==> src/rtl/wb_trace_collector_if.sv <==
// Architectural-write taps in, ordered event stream out; the master modport is the collector side.
// Occupancy and the sticky drop flag travel with the stream so the judger can observe them.
interface wb_trace_collector_if #(
  parameter int AW = 4
);
  logic        grf_we;
  logic [31:0] grf_pc;
  logic [4:0]  grf_addr;
  logic [31:0] grf_wdata;
  logic        dm_we;
  logic [31:0] dm_pc;
  logic [31:0] dm_addr;
  logic [31:0] dm_wdata;
  logic        evt_valid;
  logic        evt_ready;
  logic        evt_kind;
  logic [31:0] evt_pc;
  logic [31:0] evt_addr;
  logic [31:0] evt_data;
  logic [AW:0] count;
  logic        overflow;

  modport master (
    input  grf_we, grf_pc, grf_addr, grf_wdata,
    input  dm_we, dm_pc, dm_addr, dm_wdata,
    input  evt_ready,
    output evt_valid, evt_kind, evt_pc, evt_addr, evt_data,
    output count, overflow
  );

  modport slave (
    output grf_we, grf_pc, grf_addr, grf_wdata,
    output dm_we, dm_pc, dm_addr, dm_wdata,
    output evt_ready,
    input  evt_valid, evt_kind, evt_pc, evt_addr, evt_data,
    input  count, overflow
  );
endinterface

==> src/rtl/wb_trace_collector.sv <==
// Queues GRF/DM write events (GRF first) and streams them out FWFT, 1-cycle latency, held while stalled.
// Full FIFO drops newest events and sets a sticky overflow; WB_TRACE_DISPLAY_EN adds a $display trace.
module wb_trace_collector #(
  parameter int DEPTH = 16,
  parameter int AW    = 4
) (
  input logic                   clk,
  input logic                   reset,
  wb_trace_collector_if.master  bus
);

  typedef struct packed {
    logic        kind;
    logic [31:0] pc;
    logic [31:0] addr;
    logic [31:0] data;
  } evt_t;

  evt_t          mem [DEPTH];
  logic [AW-1:0] rd_ptr;
  logic [AW-1:0] wr_ptr;
  logic [AW:0]   count;
  logic          overflow;
  logic          head_vld;
  evt_t          head;

  logic          grf_ev;
  logic          dm_ev;
  evt_t          grf_e;
  evt_t          dm_e;
  evt_t          e0;
  evt_t          e1;
  logic [1:0]    n_evt;
  logic          pop;
  logic          push0;
  logic          push1;
  logic          drop;
  logic [AW+1:0] free;
  logic [AW-1:0] wr_ptr_p1;
  logic [AW-1:0] rd_ptr_nxt;
  logic [AW-1:0] wr_ptr_nxt;
  logic [AW:0]   count_nxt;
  evt_t          head_nxt;

  always_comb begin
    grf_ev = bus.grf_we && (bus.grf_addr != 5'd0);
    dm_ev  = bus.dm_we;
    grf_e  = {1'b0, bus.grf_pc, {27'd0, bus.grf_addr}, bus.grf_wdata};
    dm_e   = {1'b1, bus.dm_pc, bus.dm_addr, bus.dm_wdata};

    // Slot 0 holds the older event; slot 1 is only ever the DM of a dual-event cycle.
    e0    = grf_ev ? grf_e : dm_e;
    e1    = dm_e;
    n_evt = {1'b0, grf_ev} + {1'b0, dm_ev};

    pop   = head_vld && bus.evt_ready;
    free  = (AW+2)'(DEPTH) - {1'b0, count} + (AW+2)'(pop);
    push0 = (n_evt != 2'd0) && (free != '0);
    push1 = (n_evt == 2'd2) && (free >= (AW+2)'(2));
    drop  = (n_evt != ({1'b0, push0} + {1'b0, push1}));

    wr_ptr_p1  = wr_ptr + 1'b1;
    rd_ptr_nxt = rd_ptr + AW'(pop);
    wr_ptr_nxt = wr_ptr + AW'(push0) + AW'(push1);
    count_nxt  = count + (AW+1)'(push0) + (AW+1)'(push1) - (AW+1)'(pop);

    // The next head can only be a fresh write when the queue drains to nothing this cycle,
    // and then it is always slot 0, so one bypass path suffices.
    head_nxt = mem[rd_ptr_nxt];
    if (count_nxt == '0) begin
      head_nxt = '0;
    end else if (push0 && (rd_ptr_nxt == wr_ptr)) begin
      head_nxt = e0;
    end
  end

  always_ff @(posedge clk) begin
    if (reset) begin
      rd_ptr   <= '0;
      wr_ptr   <= '0;
      count    <= '0;
      overflow <= 1'b0;
      head_vld <= 1'b0;
      head     <= '0;
    end else begin
      rd_ptr   <= rd_ptr_nxt;
      wr_ptr   <= wr_ptr_nxt;
      count    <= count_nxt;
      head_vld <= (count_nxt != '0);
      head     <= head_nxt;
      if (drop) begin
        overflow <= 1'b1;
      end
    end
  end

  always_ff @(posedge clk) begin
    if (!reset) begin
      if (push0) begin
        mem[wr_ptr] <= e0;
      end
      if (push1) begin
        mem[wr_ptr_p1] <= e1;
      end
    end
  end

  assign bus.evt_valid = head_vld;
  assign bus.evt_kind  = head.kind;
  assign bus.evt_pc    = head.pc;
  assign bus.evt_addr  = head.addr;
  assign bus.evt_data  = head.data;
  assign bus.count     = count;
  assign bus.overflow  = overflow;

`ifdef WB_TRACE_DISPLAY_EN
  always @(posedge clk) begin
    if (!reset) begin
      if (push0) begin
        if (!e0.kind) $display("@%h: $%d <= %h", e0.pc, e0.addr[4:0], e0.data);
        else          $display("@%h: *%h <= %h", e0.pc, e0.addr, e0.data);
      end
      if (push1) begin
        $display("@%h: *%h <= %h", e1.pc, e1.addr, e1.data);
      end
      if (grf_ev && !push0) begin
        $display("TRACE OVERFLOW @%h", bus.grf_pc);
      end
      if (dm_ev && !(grf_ev ? push1 : push0)) begin
        $display("TRACE OVERFLOW @%h", bus.dm_pc);
      end
    end
  end
`else
  // Silent build: the datapath above is identical either way.
`endif

endmodule

==> src/flat_wrapper.sv <==
// flat-port wrapper written by rule: the top's interface ports become plain ports
module wb_trace_collector_flat 
#(
  parameter int DEPTH = 16,
  parameter int AW    = 4
)
  (clk, reset, bus_grf_we, bus_grf_pc, bus_grf_addr, bus_grf_wdata, bus_dm_we, bus_dm_pc, bus_dm_addr, bus_dm_wdata, bus_evt_ready, bus_evt_valid, bus_evt_kind, bus_evt_pc, bus_evt_addr, bus_evt_data, bus_count, bus_overflow);
  wb_trace_collector_if #(.AW(AW)) bus_i ();
  input logic clk;
  input logic reset;
  input wire logic [$bits(bus_i.grf_we)-1:0] bus_grf_we;
  input wire logic [$bits(bus_i.grf_pc)-1:0] bus_grf_pc;
  input wire logic [$bits(bus_i.grf_addr)-1:0] bus_grf_addr;
  input wire logic [$bits(bus_i.grf_wdata)-1:0] bus_grf_wdata;
  input wire logic [$bits(bus_i.dm_we)-1:0] bus_dm_we;
  input wire logic [$bits(bus_i.dm_pc)-1:0] bus_dm_pc;
  input wire logic [$bits(bus_i.dm_addr)-1:0] bus_dm_addr;
  input wire logic [$bits(bus_i.dm_wdata)-1:0] bus_dm_wdata;
  input wire logic [$bits(bus_i.evt_ready)-1:0] bus_evt_ready;
  output wire logic [$bits(bus_i.evt_valid)-1:0] bus_evt_valid;
  output wire logic [$bits(bus_i.evt_kind)-1:0] bus_evt_kind;
  output wire logic [$bits(bus_i.evt_pc)-1:0] bus_evt_pc;
  output wire logic [$bits(bus_i.evt_addr)-1:0] bus_evt_addr;
  output wire logic [$bits(bus_i.evt_data)-1:0] bus_evt_data;
  output wire logic [$bits(bus_i.count)-1:0] bus_count;
  output wire logic [$bits(bus_i.overflow)-1:0] bus_overflow;
  assign bus_i.grf_we = bus_grf_we;
  assign bus_i.grf_pc = bus_grf_pc;
  assign bus_i.grf_addr = bus_grf_addr;
  assign bus_i.grf_wdata = bus_grf_wdata;
  assign bus_i.dm_we = bus_dm_we;
  assign bus_i.dm_pc = bus_dm_pc;
  assign bus_i.dm_addr = bus_dm_addr;
  assign bus_i.dm_wdata = bus_dm_wdata;
  assign bus_i.evt_ready = bus_evt_ready;
  assign bus_evt_valid = bus_i.evt_valid;
  assign bus_evt_kind = bus_i.evt_kind;
  assign bus_evt_pc = bus_i.evt_pc;
  assign bus_evt_addr = bus_i.evt_addr;
  assign bus_evt_data = bus_i.evt_data;
  assign bus_count = bus_i.count;
  assign bus_overflow = bus_i.overflow;
  wb_trace_collector #(.DEPTH(DEPTH), .AW(AW)) u_core (.clk(clk), .reset(reset), .bus(bus_i));
endmodule
==> config.mk <==
export PLATFORM = sky130hd
export DESIGN_NAME = wb_trace_collector_flat
export DESIGN_NICKNAME = d
export VERILOG_FILES = /design/src/rtl/wb_trace_collector_if.sv /design/src/rtl/wb_trace_collector.sv /design/src/flat_wrapper.sv
export SDC_FILE = /design/constraint.sdc
export NUM_CORES = 2
export LEC_CHECK = 0
export CAP_MARGIN = 20
export CORE_MARGIN = 10
export CORE_UTILIZATION = 35
export DETAILED_ROUTE_END_ITERATION = 16
export PLACE_DENSITY = 0.52
export SYNTH_ARGS = -nofsm -noshare
export SYNTH_HDL_FRONTEND = slang
export SYNTH_SLANG_ARGS = --single-unit
==> constraint.sdc <==
create_clock -name clk -period 16.1 [get_ports clk]
set_input_delay 3.22 -clock clk [delete_from_list [all_inputs] [get_ports clk]]
set_output_delay 3.22 -clock clk [all_outputs]
set_load 0.01 [all_outputs]
==> results.tsv <==
stage	metric	value	unit
flow_run	warnings	43	
critical_path	cp_slowest_cell	buf_4	
final_timing	grt_setup_unrepaired	no	
synth	syn_inst	5653	
pwr	p_per_area	143	nW/um^2
pwr	clkPwrFrac	0.333	
final_layout	final_nets	5858	
placed_design	dp_slack	5.84	ns
final_layout	layout.cells.most_common	edfxtp_1	
critical_path	cp_common_cell	buf_4	
critical_path	cp-end-kind	register	
pwr	p_seq	5260	uW
clock_tree	post_cts.repair.setup_buffers	0	
route	wire_per_inst	31.0	microns
final_timing	period_minus_slack	9.50	ns
critical_path	crit_required	16.51	ns
worst_hold_path	hold_class	reg -> reg	
pwr	p_total	12400	uW
floorplan	num_rows	170	
placed_design	dpl_cell_area	80800	sq um
synth	xor_area_frac	0.00186	
floorplan	die_area	235000	sq um
pwr	combPwrFrac	0.241	
clock_tree	htreeDepth	4	
synth	numSynthFlops	1664	
final_timing	max_slew_margin	0.217	
placed_design	dpl.cell_count	8325	
global_route	overflow	0	
final_layout	stdcell_count	8674	
synth	synth_warnings	0	
route	via_per_inst	5.80	
clock_tree	clock-root-buffer	clkbuf_16	
final_layout	lay_top_cells	1536 x edfxtp_1, 1162 x nor2_1, 692 x nand2_1	
route	vias	50316	
synth	ys_sh_simple	0.112	
outcome	outcome	complete, no violations	
final_layout	fin_util	0.404	
final_timing	fmax	105	MHz
clock_tree	cts_buffer_depth	3	
global_route	grt_pass1_wl	382000	microns
final_layout	logic_area	24800	sq um
critical_path	crit_end	u_core.mem[11][93]	
floorplan	die_w	485	microns
placed_design	dp_hpwl	141000	microns
clock_tree	postCtsResizedCells	0	
pwr	top_power_group	sequential cells	
flow_run	maxCapViolations	0	
pwr	switchingPower	3810	uW
global_route	grt_start_max_net_pins	189	
worst_hold_path	min_to	u_core.mem[11][96]	
area by class of cell:
class | count | share of cell area
antenna | 12 | 0.000347
sequential | 1664 | 0.562
timing repair buffer | 381 | 0.0418
clock buffer | 264 | 0.0587
clock inverter | 73 | 0.00780
inverter | 30 | 0.00185
multi-input combinational | 3412 | 0.287
tap | 2838 | 0.0410
cells by family (layout without fill, tap and decap cells):
kind of cell	count (synthesis)	in the layout
simple gates	2113	2113
flops	1664	1664
compound gates	738	738
buf+inv	577	748
mux	526	526
fa+ha+maj	19	19
xor+xnor	16	16
other cells	0	12
layer usage:
layer,part of all wire,global-route usage,vias to the layer above
met3,0.080,0.0370,450
met1,0.40,0.294,26197
li1,-,-,21042
met5,0.00010,0,-
met4,0.035,0.0789,4
met2,0.48,0.366,2623
worst register-to-register path: stages (launching register included):
cell       delay (ns)
dfxtp_1          0.36
nand2_1          0.16
ha_1             0.23
inv_1            0.05
ha_1             0.19
nand4_1          0.14
o22ai_1          0.59
nand3_1          0.19
nand2b_1         0.17
ha_1             0.25
inv_1            0.07
fa_1             0.18
inv_1            0.07
fa_1             0.43
or3_1            0.34
a31oi_1          0.24
o2111ai_1        0.23
o211ai_1         0.20
buf_4            0.79
buf_4            0.70
o22ai_1          0.22
synthesized netlist by cell type (all sizes together), types with 2 or more instances:
cell type,number
or4,2
nand2b,7
edfxtp,1536
o22ai,98
o31ai,4
a2bb2oi,4
fa,3
nor3,6
nor3b,2
a21o,3
o311a,4
nor2,1166
nand3,100
and2,113
xor2,8
o31a,2
o32ai,3
nand2,697
a22oi,207
mux2,69
a32oi,8
buf,146
or2,2
nor2b,10
inv,30
dfxtp,128
mux4,388
clkbuf,401
ha,16
nand4b,2
o21ai,178
a31oi,7
xnor2,8
a21oi,6
mux2i,69
o2bb2ai,207
Fig. 1: cells colored by class
The bar under the picture is 100 microns long.
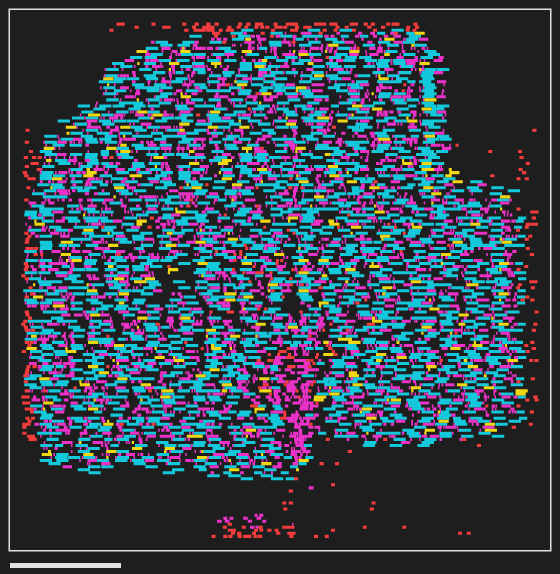
remaining logic cells -> magenta  # cells 3442
remaining buffers and delay cells -> red  # cells 381
clock drivers and dummy loads -> yellow  # cells 337
registers -> cyan  # cells 1664

Fig. 2: the clock network
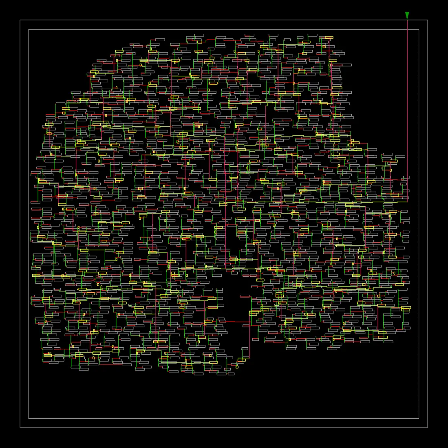
TritonCTS Buffers: 180
worst-skew pair later-pin latency: 0.82 ns
flip-flops: 1664
Clock buffer cells: 264
Worst Skew: 0.0507 ns

Fig. 3: floorplan with the power grid
Pins as bars on the die edge. Tap cells in gray.
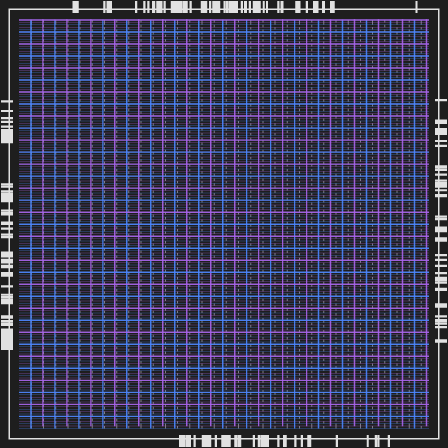
VSS -> blue
VDD -> purple
met5 straps = 34
rows = 170
met4 straps = 34

Fig. 4: clock network drawn from the DEF
The bar under the picture is 100 microns long.
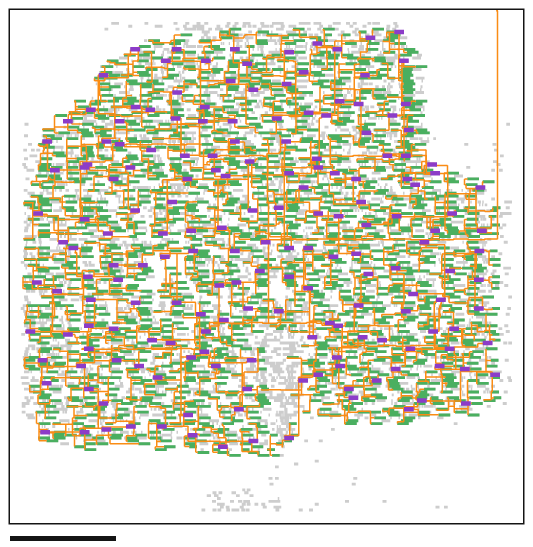
clock-net drivers -> purple  # count 180
clock wires -> orange  # length 22.1 mm
flip-flops -> green  # count 1664
routed clock nets = 181

Power and IR drop assume default switching activity.
